### Cells coloured by class, run 1

(4 px per µm) Fill, decap, tap and diode cells in grey.
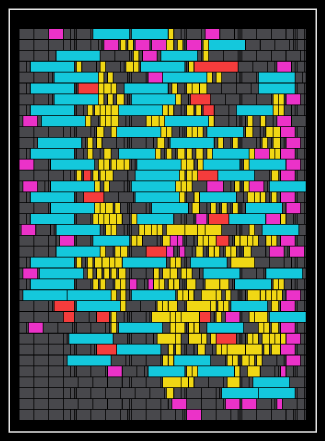
### Clock network drawn from the DEF, run 1

(4 px per µm)
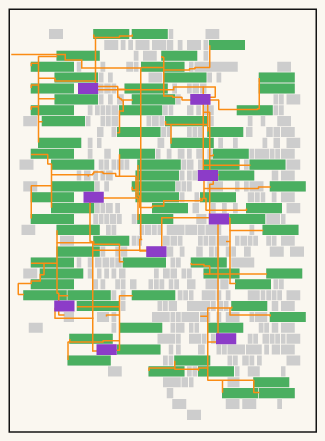
### The metal 2 layer, run 1

(4 px per µm) Cells faint in the background.
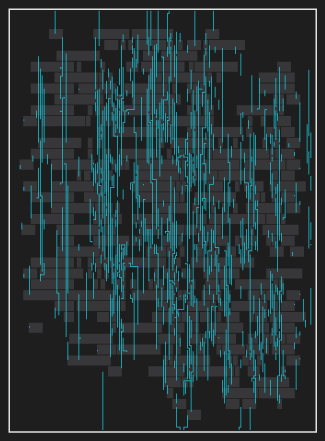
File: src/rtl/alu_op_sequencer_if.sv
// Bundle of every handshake/bus signal around the ALU operation sequencer.
// Latency: none, wires only.
// Backpressure: carried by in_ready (request side) and res_ready (result side).
//
// Port summary (slave = sequencer side, master = environment side):
//   request : in_valid, in_ready, in_a, in_b, in_sel
//   ALU     : alu_a, alu_b, alu_sel (to ALU), alu_out (from ALU)
//   result  : res_valid, res_ready, res_data, res_sel
//   status  : op_count, busy
interface alu_op_sequencer_if #(
  parameter int WIDTH = 4,
  parameter int SEL_W = 2
);
  logic             in_valid;
  logic             in_ready;
  logic [WIDTH-1:0] in_a;
  logic [WIDTH-1:0] in_b;
  logic [SEL_W-1:0] in_sel;

  logic [WIDTH-1:0] alu_a;
  logic [WIDTH-1:0] alu_b;
  logic [SEL_W-1:0] alu_sel;
  logic [WIDTH-1:0] alu_out;

  logic             res_valid;
  logic             res_ready;
  logic [WIDTH-1:0] res_data;
  logic [SEL_W-1:0] res_sel;

  logic [7:0]       op_count;
  logic             busy;

  modport slave (
    input  in_valid, in_a, in_b, in_sel, alu_out, res_ready,
    output in_ready, alu_a, alu_b, alu_sel, res_valid, res_data, res_sel, op_count, busy
  );

  modport master (
    output in_valid, in_a, in_b, in_sel, alu_out, res_ready,
    input  in_ready, alu_a, alu_b, alu_sel, res_valid, res_data, res_sel, op_count, busy
  );
endinterface

File: src/rtl/alu_op_sequencer.sv
// Generic synchronous FIFO; power-of-2 depth, one extra pointer bit separates full from empty.
// Latency: a pushed entry is visible at pop_dat_o the cycle after the push edge.
// Backpressure: push ignored while full (no write-through), pop ignored while empty.
//
// Ports: clk, rst_n (async active-low), push_i/push_dat_i, pop_i/pop_dat_o, full_o, empty_o.
module fifo #(
  parameter int W     = 8,
  parameter int DEPTH = 4
) (
  input  logic         clk,
  input  logic         rst_n,
  input  logic         push_i,
  input  logic [W-1:0] push_dat_i,
  input  logic         pop_i,
  output logic [W-1:0] pop_dat_o,
  output logic         full_o,
  output logic         empty_o
);
  localparam int AW = (DEPTH > 1) ? $clog2(DEPTH) : 1;
  localparam logic [AW:0] PTR_ONE = {{AW{1'b0}}, 1'b1};

  logic [W-1:0] mem_q [DEPTH];
  logic [AW:0]  wr_ptr_q;
  logic [AW:0]  rd_ptr_q;
  logic         do_push;
  logic         do_pop;

  assign empty_o = (wr_ptr_q == rd_ptr_q);
  assign full_o  = (wr_ptr_q[AW] != rd_ptr_q[AW]) &&
                   (wr_ptr_q[AW-1:0] == rd_ptr_q[AW-1:0]);
  assign do_push = push_i && !full_o;
  assign do_pop  = pop_i && !empty_o;
  assign pop_dat_o = mem_q[rd_ptr_q[AW-1:0]];

  always_ff @(posedge clk or negedge rst_n) begin
    if (!rst_n) begin
      wr_ptr_q <= '0;
      rd_ptr_q <= '0;
    end else begin
      if (do_push) wr_ptr_q <= wr_ptr_q + PTR_ONE;
      if (do_pop)  rd_ptr_q <= rd_ptr_q + PTR_ONE;
    end
  end

  // Storage needs no reset: pointers alone define which entries are live.
  always_ff @(posedge clk) begin
    if (do_push) mem_q[wr_ptr_q[AW-1:0]] <= push_dat_i;
  end
endmodule

// Feeds buffered operand/opcode requests to a combinational ALU and returns captured results.
// Latency: push edge E0 -> issue at E1 -> res_valid after E1+SETTLE; one result per SETTLE+1 cycles.
// Backpressure: in_ready = !fifo_full; result held stable until res_ready, FIFO refills meanwhile.
//
// Ports: clk, rst_n (async active-low), seq_if (slave modport of alu_op_sequencer_if):
//   request in_valid/in_ready/in_a/in_b/in_sel, ALU drive alu_a/alu_b/alu_sel with alu_out
//   return, result res_valid/res_ready/res_data/res_sel, status op_count/busy.
module alu_op_sequencer #(
  parameter int WIDTH      = 4,
  parameter int SEL_W      = 2,
  parameter int FIFO_DEPTH = 4,
  parameter int SETTLE     = 1
) (
  input  logic                clk,
  input  logic                rst_n,
  alu_op_sequencer_if.slave   seq_if
);
  typedef struct packed {
    logic [SEL_W-1:0] sel;
    logic [WIDTH-1:0] a;
    logic [WIDTH-1:0] b;
  } req_t;

  typedef enum logic [1:0] {
    ST_IDLE,
    ST_SETTLE,
    ST_OUT
  } state_t;

  localparam int             CW          = (SETTLE > 1) ? $clog2(SETTLE) : 1;
  localparam logic [CW-1:0]  SETTLE_LAST = CW'(SETTLE - 1);
  localparam logic [CW-1:0]  CNT_ONE     = CW'(1);

  state_t           state_q;
  logic [CW-1:0]    settle_cnt_q;
  logic [WIDTH-1:0] alu_a_q;
  logic [WIDTH-1:0] alu_b_q;
  logic [SEL_W-1:0] alu_sel_q;
  logic             res_valid_q;
  logic [WIDTH-1:0] res_data_q;
  logic [SEL_W-1:0] res_sel_q;
  logic [7:0]       op_count_q;

  req_t push_req;
  req_t head_req;
  logic fifo_full;
  logic fifo_empty;
  logic pop;

  assign push_req.sel = seq_if.in_sel;
  assign push_req.a   = seq_if.in_a;
  assign push_req.b   = seq_if.in_b;

  // A new request is issued from IDLE, or from OUT in the same edge the result leaves,
  // which keeps back-to-back throughput at one result per SETTLE+1 cycles.
  assign pop = !fifo_empty &&
               ((state_q == ST_IDLE) || ((state_q == ST_OUT) && seq_if.res_ready));

  fifo #(
    .W     ($bits(req_t)),
    .DEPTH (FIFO_DEPTH)
  ) u_req_fifo (
    .clk        (clk),
    .rst_n      (rst_n),
    .push_i     (seq_if.in_valid),
    .push_dat_i (push_req),
    .pop_i      (pop),
    .pop_dat_o  (head_req),
    .full_o     (fifo_full),
    .empty_o    (fifo_empty)
  );

  always_ff @(posedge clk or negedge rst_n) begin
    if (!rst_n) begin
      state_q      <= ST_IDLE;
      settle_cnt_q <= '0;
      alu_a_q      <= '0;
      alu_b_q      <= '0;
      alu_sel_q    <= '0;
      res_valid_q  <= 1'b0;
      res_data_q   <= '0;
      res_sel_q    <= '0;
      op_count_q   <= '0;
    end else begin
      case (state_q)
        ST_IDLE: begin
          if (pop) begin
            alu_a_q      <= head_req.a;
            alu_b_q      <= head_req.b;
            alu_sel_q    <= head_req.sel;
            settle_cnt_q <= '0;
            state_q      <= ST_SETTLE;
          end
        end

        ST_SETTLE: begin
          settle_cnt_q <= settle_cnt_q + CNT_ONE;
          // alu_out has had SETTLE full cycles since the drive registers changed.
          if (settle_cnt_q == SETTLE_LAST) begin
            res_data_q  <= seq_if.alu_out;
            res_sel_q   <= alu_sel_q;
            res_valid_q <= 1'b1;
            state_q     <= ST_OUT;
          end
        end

        ST_OUT: begin
          if (seq_if.res_ready) begin
            res_valid_q <= 1'b0;
            op_count_q  <= op_count_q + 8'd1;
            if (pop) begin
              alu_a_q      <= head_req.a;
              alu_b_q      <= head_req.b;
              alu_sel_q    <= head_req.sel;
              settle_cnt_q <= '0;
              state_q      <= ST_SETTLE;
            end else begin
              state_q <= ST_IDLE;
            end
          end
        end

        default: state_q <= ST_IDLE;
      endcase
    end
  end

  assign seq_if.in_ready  = !fifo_full;
  assign seq_if.alu_a     = alu_a_q;
  assign seq_if.alu_b     = alu_b_q;
  assign seq_if.alu_sel   = alu_sel_q;
  assign seq_if.res_valid = res_valid_q;
  assign seq_if.res_data  = res_data_q;
  assign seq_if.res_sel   = res_sel_q;
  assign seq_if.op_count  = op_count_q;
  assign seq_if.busy      = (state_q != ST_IDLE) || !fifo_empty;

  // Held result must not change until it is taken.
  a_res_hold: assert property (@(posedge clk) disable iff (!rst_n)
    (res_valid_q && !seq_if.res_ready) |=>
      (res_valid_q && $stable(res_data_q) && $stable(res_sel_q)));

  // ALU drives move only when a request is issued.
  a_alu_hold: assert property (@(posedge clk) disable iff (!rst_n)
    !pop |=> ($stable(alu_a_q) && $stable(alu_b_q) && $stable(alu_sel_q)));

  // res_valid is asserted exactly while waiting in OUT.
  a_valid_state: assert property (@(posedge clk) disable iff (!rst_n)
    res_valid_q == (state_q == ST_OUT));
endmodule

File: src/flat_wrapper.sv
// flat-port wrapper written by rule: the top's interface ports become plain ports
module alu_op_sequencer_flat 
#(
  parameter int WIDTH      = 4,
  parameter int SEL_W      = 2,
  parameter int FIFO_DEPTH = 4,
  parameter int SETTLE     = 1
)
  (clk, rst_n, seq_if_in_valid, seq_if_in_a, seq_if_in_b, seq_if_in_sel, seq_if_alu_out, seq_if_res_ready, seq_if_in_ready, seq_if_alu_a, seq_if_alu_b, seq_if_alu_sel, seq_if_res_valid, seq_if_res_data, seq_if_res_sel, seq_if_op_count, seq_if_busy);
  alu_op_sequencer_if #(.WIDTH(WIDTH), .SEL_W(SEL_W)) seq_if_i ();
  input  logic clk;
  input  logic rst_n;
  input wire logic [$bits(seq_if_i.in_valid)-1:0] seq_if_in_valid;
  input wire logic [$bits(seq_if_i.in_a)-1:0] seq_if_in_a;
  input wire logic [$bits(seq_if_i.in_b)-1:0] seq_if_in_b;
  input wire logic [$bits(seq_if_i.in_sel)-1:0] seq_if_in_sel;
  input wire logic [$bits(seq_if_i.alu_out)-1:0] seq_if_alu_out;
  input wire logic [$bits(seq_if_i.res_ready)-1:0] seq_if_res_ready;
  output wire logic [$bits(seq_if_i.in_ready)-1:0] seq_if_in_ready;
  output wire logic [$bits(seq_if_i.alu_a)-1:0] seq_if_alu_a;
  output wire logic [$bits(seq_if_i.alu_b)-1:0] seq_if_alu_b;
  output wire logic [$bits(seq_if_i.alu_sel)-1:0] seq_if_alu_sel;
  output wire logic [$bits(seq_if_i.res_valid)-1:0] seq_if_res_valid;
  output wire logic [$bits(seq_if_i.res_data)-1:0] seq_if_res_data;
  output wire logic [$bits(seq_if_i.res_sel)-1:0] seq_if_res_sel;
  output wire logic [$bits(seq_if_i.op_count)-1:0] seq_if_op_count;
  output wire logic [$bits(seq_if_i.busy)-1:0] seq_if_busy;
  assign seq_if_i.in_valid = seq_if_in_valid;
  assign seq_if_i.in_a = seq_if_in_a;
  assign seq_if_i.in_b = seq_if_in_b;
  assign seq_if_i.in_sel = seq_if_in_sel;
  assign seq_if_i.alu_out = seq_if_alu_out;
  assign seq_if_i.res_ready = seq_if_res_ready;
  assign seq_if_in_ready = seq_if_i.in_ready;
  assign seq_if_alu_a = seq_if_i.alu_a;
  assign seq_if_alu_b = seq_if_i.alu_b;
  assign seq_if_alu_sel = seq_if_i.alu_sel;
  assign seq_if_res_valid = seq_if_i.res_valid;
  assign seq_if_res_data = seq_if_i.res_data;
  assign seq_if_res_sel = seq_if_i.res_sel;
  assign seq_if_op_count = seq_if_i.op_count;
  assign seq_if_busy = seq_if_i.busy;
  alu_op_sequencer #(.WIDTH(WIDTH), .SEL_W(SEL_W), .FIFO_DEPTH(FIFO_DEPTH), .SETTLE(SETTLE)) u_core (.clk(clk), .rst_n(rst_n), .seq_if(seq_if_i));
endmodule
File: config.mk
export PLATFORM = sky130hd
export DESIGN_NAME = alu_op_sequencer_flat
export DESIGN_NICKNAME = d
export VERILOG_FILES = /design/src/rtl/alu_op_sequencer_if.sv /design/src/rtl/alu_op_sequencer.sv /design/src/flat_wrapper.sv
export SDC_FILE = /design/constraint.sdc
export NUM_CORES = 1
export LEC_CHECK = 0
export ABC_AREA = 1
export ABC_CLOCK_PERIOD_IN_PS = 4700
export CORE_ASPECT_RATIO = 1.4
export CORE_MARGIN = 2
export CORE_UTILIZATION = 45
export DETAILED_ROUTE_END_ITERATION = 6
export GPL_TIMING_DRIVEN = 0
export HOLD_SLACK_MARGIN = 0.15
export PLACE_DENSITY = 0.75
export RECOVER_POWER = 50
export SLEW_MARGIN = 25
export SYNTH_ARGS = -nofsm -noshare
export SYNTH_HDL_FRONTEND = slang
export SYNTH_SLANG_ARGS = --single-unit
File: constraint.sdc
create_clock -name clk -period 4.7 [get_ports clk]
set_clock_uncertainty 0.2 [all_clocks]
set_input_delay 1.41 -clock clk [delete_from_list [all_inputs] [get_ports clk]]
set_output_delay 1.41 -clock clk [all_outputs]
set_load 0.1 [all_outputs]
==> results.cfg, run 1 <==
; synthesis and place-and-route metrics
[status]
status = finished, violations left
violations = capacitance limit

[worst_setup_path]
cp_top_family = buffers and inverters
cp_cell_sequence = inv_1, nand2_1, nand2_1, nand3_2, clkdlybuf4s50_1
cp_max_fo = 5
end_kind = primary output
r2r_cells = 6
cpPeakStageDelay_ps = 1140
reg2reg_to = u_core.u_req_fifo.mem_q[0][2]
crit_cells = 5
critPathLaunchType = flip-flop
path_common_cell = nand2_1

[synthesis]
ys_top_cells_by_count = nand2_1, inv_1, nand3_1
ys_async_sr_fraction_pct = 45.9
synth_area_leader_cell = edfxtp_1
edf_count = 40
postSynthSeqShare_pct = 62.2
top_area_share_pct = 36.4
ys.flop_type = edfxtp_1
netlist_area_um2 = 3300

[global_route]
grt_overflow = 0
grt_start_max_net_pins = 28
met1_usage_pct = 19.3
grt_pass1_vias = 2288
grt_first_pass_wirelength_um = 10700

[floorplan]
io_pins = 45
die_w_um = 76.4
dieArea_um2 = 8040

[timing]
finalCritPeriodShare_pct = 84.8
max_slew.worst_pin.slew_ps = 1500
rsz0062_at_grt = no

[clock_network]
ctsHtreeMaxLevel = 3
cts_max_path_buffers = 2
cts_root_buffer = clkbuf_8
cts_buffers = 9

[flow_run]
warnings = 29
maxCapViolations = 1

[drt]
post_drt_via_cell_ratio = 4.78
remaining_drc_errors = 0

[hold_path]
worstHoldPathCells = 2

[finish]
diodes = 0
area_growth_syn_to_layout_pct = 22.6
fillers = 639

[placed_design]
gp_congestion = 0.758
About 'Cells coloured by class':
Key: magenta = remaining buffers and delay cells [cells 53, share of their area 12%]; yellow = remaining logic cells [cells 262, share of their area 30%]; cyan = sequential cells [cells 74, share of their area 52%]; red = clock drivers and dummy loads [cells 16, share of their area 5.1%]

About 'Clock network drawn from the DEF':
Key: orange = clock wires [length 923 µm]; purple = clock-net drivers [count 9]; green = flip-flops [count 74]
Position of the flops: widely spread. There are 10 routed clock nets.
clk latency late pin: 360 ps

About 'The metal 2 layer':
The wires run mostly vertical. The layer carries 3350 µm of wire.

[run 1: metal layers]
metal	part of all wire, %	routed length [µm]
met1	41	2660
met3	4.9	320
met4	2.1	134
met2	52	3350
met5	0	0
[run 1: per-stage QoR]
| stage | std cells | hold WS (ps) | cell area, µm² | setup WS, ps |
|---|---|---|---|---|
| final | 500 | 273 | 4040 | 715 |
| after global routing | 500 | 300 | 4040 | 591 |
| after CTS | 500 | 277 | 4070 | 706 |
| after detailed placement | 484 | 257 | 3870 | 1110 |
| after global placement | 483 | 253 | 3860 | 1100 |
| after floorplan | 344 | 257 | 3300 | 1500 |
[run 1: layout make-up]
cell class                      count  area, µm²  area share (%)
Multi-Input combinational cell    203        970            24.0
Clock inverter                      7       75.1            1.86
Sequential cell                    74       2050            50.7
Tap cell                           95        119            2.94
Timing Repair Buffer               45        438            10.8
Inverter                           59        221            5.48
Clock buffer                        9        124            3.06
Buffer                              8       45.0            1.11
[run 1: sequential cells by signal (all words and copies together) (netlist names)]
register,cells
u_core.seq_if.alu_b,4
u_core.u_req_fifo.rd_ptr_q,3
u_core.u_req_fifo.mem_q,40
u_core.seq_if.op_count,8
u_core.settle_cnt_q,1
u_core.u_req_fifo.wr_ptr_q,3
u_core.seq_if.res_sel,2
u_core.seq_if.res_data,4
u_core.seq_if.alu_sel,2
u_core.seq_if.alu_a,4
u_core.seq_if.res_valid,1
u_core.state_q,2
[run 1: logic make-up (layout without fill, tap and decap cells)]
kind of cell,Yosys count,in the layout,share of synthesized area (%)
AOI/OAI and AO/OA,2,2,0.645
xor gates and xnor gates,7,7,2.09
DFF,74,74,62.2
buffers and inverters,67,128,8.08
adders and majority gates,6,6,2.28
and+or+nand+nor,188,188,24.7
[run 1: how the worst max path moves through the flow]
stage,startpoint,to,slack [ps]
floorplan,u_core.u_req_fifo.wr_ptr_q[0],seq_if_busy,1500
global placement,seq_if_in_valid,u_core.u_req_fifo.mem_q[3][4],1100
detailed placement,u_core.u_req_fifo.wr_ptr_q[0],seq_if_in_ready,1110
CTS,u_core.u_req_fifo.wr_ptr_q[0],seq_if_in_ready,710
global route,u_core.u_req_fifo.wr_ptr_q[0],seq_if_in_ready,590
finish,u_core.u_req_fifo.wr_ptr_q[0],seq_if_in_ready,710
[run 1: worst reg2reg max path: stages, from the launching register on]
cell and delay, ps:
dfrtp_1 430, inv_1 120, nand2_1 90, nand2_1 100, nand3_2 140, nand2_1 190, nor2_1 800
[run 1: cell usage in the layout (no fill, tap or decap), drive strengths merged]
cell type	instances
a21oi	1
buf	5
bufinv	1
clkbuf	14
clkdlybuf4s50	27
clkinv	3
clkinvlp	3
dfrtp	34
dlygate4sd3	16
edfxtp	40
ha	6
inv	59
nand2	127
nand3	49
nand4	2
nor2	10
o21ai	1
xnor2	4
xor2	3
--- run 2 (diff from run 1) ---
- ABC_CLOCK_PERIOD_IN_PS: 4700 -> 4090
- clock period: 4.7 -> 4.09 ns (I/O delays scaled with it)
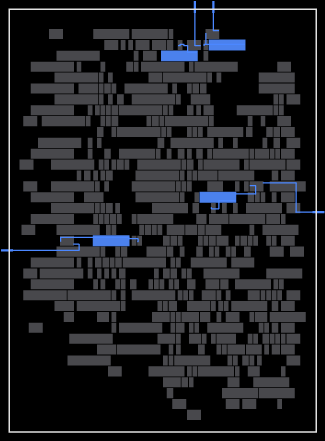
*Wires at chosen ports, followed through buffers, run 2*
(4 px per µm)
Key: blue = seq_if_alu_b [bits 4, direction output, edge 2 top, 1 left, 1 right, end cells 4, buffers 4, wire 115 µm]
Port Buf Inserts: 44
I/O pins: 45

==> run 2 against run 1 <==
  * Final cell count did not move
  * Largest cell class unchanged
  * Core utilization did not move
  * Die area did not move
  * The run ends with capacitance limit, slew limit left
==> results.cfg, run 2 <==
; synthesis and place-and-route metrics
[worst_setup_path]
path_common_cell = nand2_1
cpPeakStageDelay_ps = 1140
end_kind = primary output
cp_cell_sequence = inv_1, nand2_1, nand2_1, nand3_2, clkdlybuf4s50_1
critPathLaunchType = flip-flop

[finish]
largest_reg_flops = 40
final_layout_top_logic_cell = nand2_1
final_cell_area_um2 = 4040
layout_top_cells = nand2_1, inv_1, nand3_1, edfxtp_1, dfrtp_1
area_growth_syn_to_layout_pct = 22.6

[drt]
post_drt_via_cell_ratio = 4.78

[status]
status = finished, violations left
violations = capacitance limit, slew limit

[synthesis]
top_area_share_pct = 36.4
ys_async_sr_fraction_pct = 45.9
edf_count = 40
ys.flop_type = edfxtp_1
postSynthSeqShare_pct = 62.2

[timing]
finalCritPeriodShare_pct = 92.9
hold_slack_ps = 273
slew_viol_final = 27

[clock_network]
cts_max_path_buffers = 2
clk-insertion-delay-late_ps = 360
cts_root_buffer = clkbuf_8

[global_route]
grt_first_pass_wirelength_um = 10700
grt_overflow = 0
grt_start_max_net_pins = 28

[flow_run]
warnings = 29
maxCapViolations = 1

[floorplan]
dieArea_um2 = 8040

[placed_design]
numPlacedInstances = 484
place_area_um2 = 3870

[pwr]
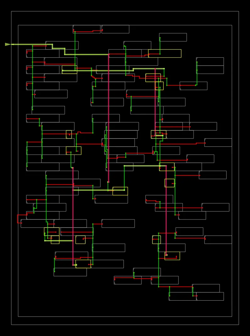
*Clock nets, run 2*
CTS buffer count: 9
Clock Sinks: 74
clk_buf instances: 9

==> run 2: layout make-up <==
class	instances	area, µm²
plain buffers	8	45.0
clock buffers	9	124
clock inverters	7	75.1
fillers	639	2980
inverters	59	221
multi-input cells	203	970
flip-flops and latches	74	2050
well taps	95	119
repair buffers	45	438
==> run 2: final timing paths <==
path,cells after the start,startpoint,to
hold / removal,2,u_core.seq_if.res_data[1],u_core.seq_if.res_data[1]
max in group asynchronous,2,rst_n,u_core.state_q[1]
hold reg to reg,2,u_core.seq_if.res_data[1],u_core.seq_if.res_data[1]
setup / recovery,5,u_core.u_req_fifo.wr_ptr_q[0],seq_if_in_ready
setup reg to reg,6,u_core.u_req_fifo.wr_ptr_q[0],u_core.u_req_fifo.mem_q[0][2]
min in group asynchronous,1,rst_n,u_core.seq_if.op_count[0]
==> run 2: layer usage <==
metal | wire length [µm] | track usage (%) | vias to the layer above
li1 | - | - | 1188
met1 | 2700 | 19.3 | 1127
met2 | 3310 | 31.0 | 63
met3 | 319 | 4.37 | 12
met4 | 134 | 9.48 | 0
met5 | 0 | 0 | -
==> run 2: logic make-up after synthesis <==
logic type / after synthesis / synth area share, %
flip-flops: 74 / 62.2
AND/OR/NAND/NOR: 188 / 24.7
buffers and inverters: 67 / 8.08
XOR/XNOR: 7 / 2.09
AND-OR/OR-AND: 2 / 0.645
adder cells (fa/ha/maj): 6 / 2.28
==> run 2: critical path, delay by kind of cell, from the launching register on <==
kind	cells	cell delay, ps
DFF	1	430
and+or+nand+nor	3	320
buffers and inverters	2	1260
